### config.mk
export PLATFORM = sky130hd
export DESIGN_NAME = obstacle_spawn_timer
export DESIGN_NICKNAME = d
export VERILOG_FILES = /design/src/rtl/dino_timer_pkg.sv /design/src/rtl/tick_prescaler.sv /design/src/rtl/obstacle_spawn_timer.sv
export SDC_FILE = /design/constraint.sdc
export NUM_CORES = 1
export LEC_CHECK = 0
export CAP_MARGIN = 5
export CORE_MARGIN = 3
export CORE_UTILIZATION = 40
export DETAILED_ROUTE_END_ITERATION = 6
export PLACE_DENSITY = 0.67
export SYNTH_ARGS = -nofsm -noshare
export SYNTH_HDL_FRONTEND = slang
export SYNTH_SLANG_ARGS = --single-unit
### constraint.sdc
create_clock -name clock -period 5.7 [get_ports clock]
set_clock_uncertainty 0.1 [all_clocks]
set_input_delay 1.14 -clock clock [delete_from_list [all_inputs] [get_ports clock]]
set_output_delay 1.14 -clock clock [all_outputs]
set_load 0.02 [all_outputs]
### src/rtl/dino_timer_pkg.sv
// Shared types and helpers for the dino obstacle timers.
// Holds the FSM state enum, reload-value construction and parameter legality.
package dino_timer_pkg;

    typedef enum logic {
        IDLE = 1'b0,
        RUN  = 1'b1
    } state_t;

    // Upper (width - seedBits) bits forced to one, low seedBits taken from loadValue.
    function automatic logic [63:0] reload_of(input int width, input int seedBits,
                                              input logic [63:0] loadValue);
        logic [63:0] wMask;
        logic [63:0] sMask;
        wMask = (64'd1 << width) - 64'd1;
        sMask = (64'd1 << seedBits) - 64'd1;
        return (wMask & ~sMask) | (loadValue & sMask);
    endfunction

    function automatic bit params_ok(input int width, input int seedBits, input int prescale);
        return (seedBits >= 1) && (seedBits < width) && (width <= 63) && (prescale >= 1);
    endfunction

endpackage

### src/rtl/tick_prescaler.sv
// Divides enabled clock cycles by PRESCALE and emits a one-cycle tick.
// Collapses to a plain wire when PRESCALE is 1.
module tick_prescaler #(
    parameter int PRESCALE = 1
) (
    input  logic clock,
    input  logic reset,
    input  logic enable,
    input  logic clear,
    output logic tick
);

    generate
        if (PRESCALE == 1) begin : g_bypass
            logic w_unused;
            assign w_unused = ^{clock, reset, clear};
            assign tick     = enable;
        end else begin : g_count
            localparam int PW = (PRESCALE > 1) ? $clog2(PRESCALE) : 1;
            localparam logic [PW-1:0] LAST = PW'(PRESCALE - 1);

            logic [PW-1:0] r_pre;

            // Clear dominates so a fresh load always starts a full prescale period.
            always_ff @(posedge clock or posedge reset) begin
                if (reset) begin
                    r_pre <= '0;
                end else if (clear) begin
                    r_pre <= '0;
                end else if (enable) begin
                    r_pre <= (r_pre == LAST) ? '0 : r_pre + 1'b1;
                end
            end

            assign tick = enable && (r_pre == LAST);
        end
    endgenerate

endmodule

### src/rtl/obstacle_spawn_timer.sv
// Down-counting obstacle spawn timer with partly random reload and one-shot/periodic modes.
// Emits a single-cycle expire pulse when an exhausted count sees a prescaled tick.
module obstacle_spawn_timer
    import dino_timer_pkg::*;
#(
    parameter int WIDTH     = 9,
    parameter int SEED_BITS = 2,
    parameter int PRESCALE  = 1
) (
    input  logic                 clock,
    input  logic                 reset,
    input  logic                 enable,
    input  logic                 load_en,
    input  logic [SEED_BITS-1:0] load_value,
    input  logic                 auto_reload,
    output logic [WIDTH-1:0]     count,
    output logic                 expire,
    output logic                 running
);

    generate
        if (!params_ok(WIDTH, SEED_BITS, PRESCALE)) begin : g_bad_params
            $error("obstacle_spawn_timer: illegal WIDTH/SEED_BITS/PRESCALE combination");
        end
    endgenerate

    state_t           r_state;
    logic [WIDTH-1:0] r_count;
    logic             r_expire;

    logic [WIDTH-1:0] w_reload;
    logic             w_tick;
    logic             w_preClear;

    assign w_reload   = WIDTH'(reload_of(WIDTH, SEED_BITS, 64'(load_value)));
    assign w_preClear = load_en || (r_state != RUN);

    tick_prescaler #(
        .PRESCALE(PRESCALE)
    ) u_prescaler (
        .clock (clock),
        .reset (reset),
        .enable(enable),
        .clear (w_preClear),
        .tick  (w_tick)
    );

    // A load beats the terminal event, so a coincident load never pulses expire.
    always_ff @(posedge clock or posedge reset) begin
        if (reset) begin
            r_state  <= IDLE;
            r_count  <= '0;
            r_expire <= 1'b0;
        end else begin
            r_expire <= 1'b0;
            if (load_en) begin
                r_count <= w_reload;
                r_state <= RUN;
            end else begin
                case (r_state)
                    IDLE: begin
                        if (enable && auto_reload) begin
                            r_count <= w_reload;
                            r_state <= RUN;
                        end else begin
                            r_count <= '0;
                        end
                    end
                    RUN: begin
                        if (w_tick) begin
                            if (r_count == '0) begin
                                r_expire <= 1'b1;
                                if (auto_reload) begin
                                    r_count <= w_reload;
                                end else begin
                                    r_state <= IDLE;
                                end
                            end else begin
                                r_count <= r_count - 1'b1;
                            end
                        end
                    end
                    default: r_state <= IDLE;
                endcase
            end
        end
    end

    assign count   = r_count;
    assign expire  = r_expire;
    assign running = (r_state == RUN);

endmodule

==> flow_metrics.tcl <==
# metrics dict for downstream scripts
set metrics [dict create \
    fp_nets 87 \
    avgSynthCellArea_um2 8.933 \
    p_per_area_nw_per_um2 217.4 \
    drt_iter0_markers 19 \
    r2r_setup_slack_ns 3.00 \
    busiest_layer "met2" \
    worstPathRequired_ns 5.75 \
    grt_pass1_wl_um 2691 \
    drive_gt1_share_pct 9.278 \
    hp-class "reg -> reg" \
    cts-hold-fix-buffers 0 \
    worstPathArrival_ns 2.96 \
    worst_slack_ns 2.787 \
    via_per_inst 6.000 \
    netlist_area_um2 705.7 \
    endpoint "count[5]" \
    antenna_found_initial 0 \
    grt_overflow 0 \
    period_minus_slack_ns 2.913 \
    ant_nets 0 \
    post-place-ws_ns 2.554 \
    via_count 678 \
    status "complete, no violations" \
    ios 18 \
    reg2reg_depth 6 \
    leakage_nw 0.3607 \
    synthTopCellsByCount "dfrtp_1, o21ai_0, nor2_1, inv_1, nand2_1" \
    top_cell "dfrtp_1" \
]
==> state kept, by name, indices dropped and copies added, names as in the netlist <==
| signal | flops |
|---|---|
| count | 9 |
| expire | 1 |
| running | 1 |
==> cells in the final DEF (no fill, tap or decap), types with 2 or more instances in the layout <==
master           synthesis  layout
or3_1                    2       2
dfrtp_1                 11      11
a41oi_1                  3       3
o21ai_0                  9       9
inv_1                    6       6
nor2_1                   8       8
o31ai_1                  2       2
a21oi_1                  5       5
clkbuf_4                 0       3
nand2_1                  6       6
clkdlybuf4s50_1          0      17
a31oi_1                  4       4
o311ai_0                 2       2
==> how the worst min path moves through the flow <==
stage,startpoint,end,slack [ns],cells past startpoint
2_1_floorplan,count[1],count[1],0.53,2
3_3_place_gp,count[8],count[8],0.46,2
3_5_place_dp,count[8],count[8],0.46,2
4_1_cts,count[1],count[1],0.48,2
5_1_grt,count[1],count[1],0.53,2
6_report,count[1],count[1],0.47,2
==> final cells by class <==
type                    instances  share of cell area, %
repair buffers                 17                  18.86
inverters                       6                  2.497
flip-flops and latches         11                  30.51
clock buffers                   4                  2.913
multi-input cells              59                  43.00
well taps                      16                  2.219
==> cell families after synthesis <==
group / after synthesis / synth area share, %
buffers and inverters: 9 / 6.027
and+or+nand+nor: 25 / 17.91
DFF: 11 / 39.01
AOI/OAI and AO/OA: 33 / 35.28
adders and majority gates: 1 / 1.773
==> where the power goes <==
part           internal, mW  switching [mW]
clock                0.0271          0.0268
sequential           0.0827         0.00678
combinational        0.0245          0.0283
total                 0.134          0.0619
==> worst max-delay path, cell delays in order <==
cell	delay, ns
clkdlybuf4s50_1	0.46
nand2b_1	0.26
o41ai_4	0.79
a31oi_1	0.10
o32a_1	0.21
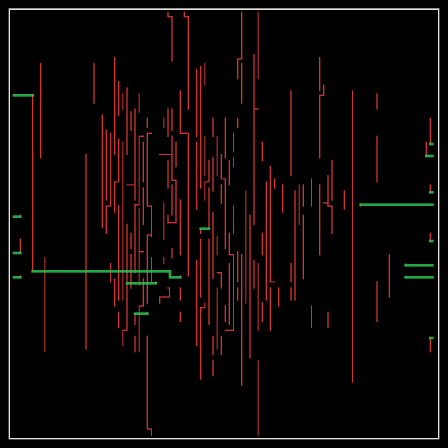
(metal layers overlaid)
Only two layers are drawn.
Green marks met3, wire length 42.5 µm. Red marks met2, wire length 819 µm.

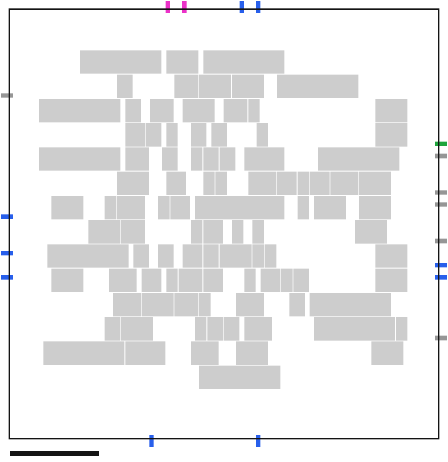
(pin placement)
The bar under the picture is 10 µm long. Pins as bars across the die edge, other pins in gray.
Magenta marks `load_value`, pins 2, direction input, edge top. Blue marks `count`, pins 9, direction output, edge 3 left, 2 top, 2 right, 2 bottom. Green marks `expire`, pins 1, direction output, edge right.
All pins by edge: 8 right, 4 left, 4 top, 2 bottom.

Power is estimated from default activity; no workload was simulated.
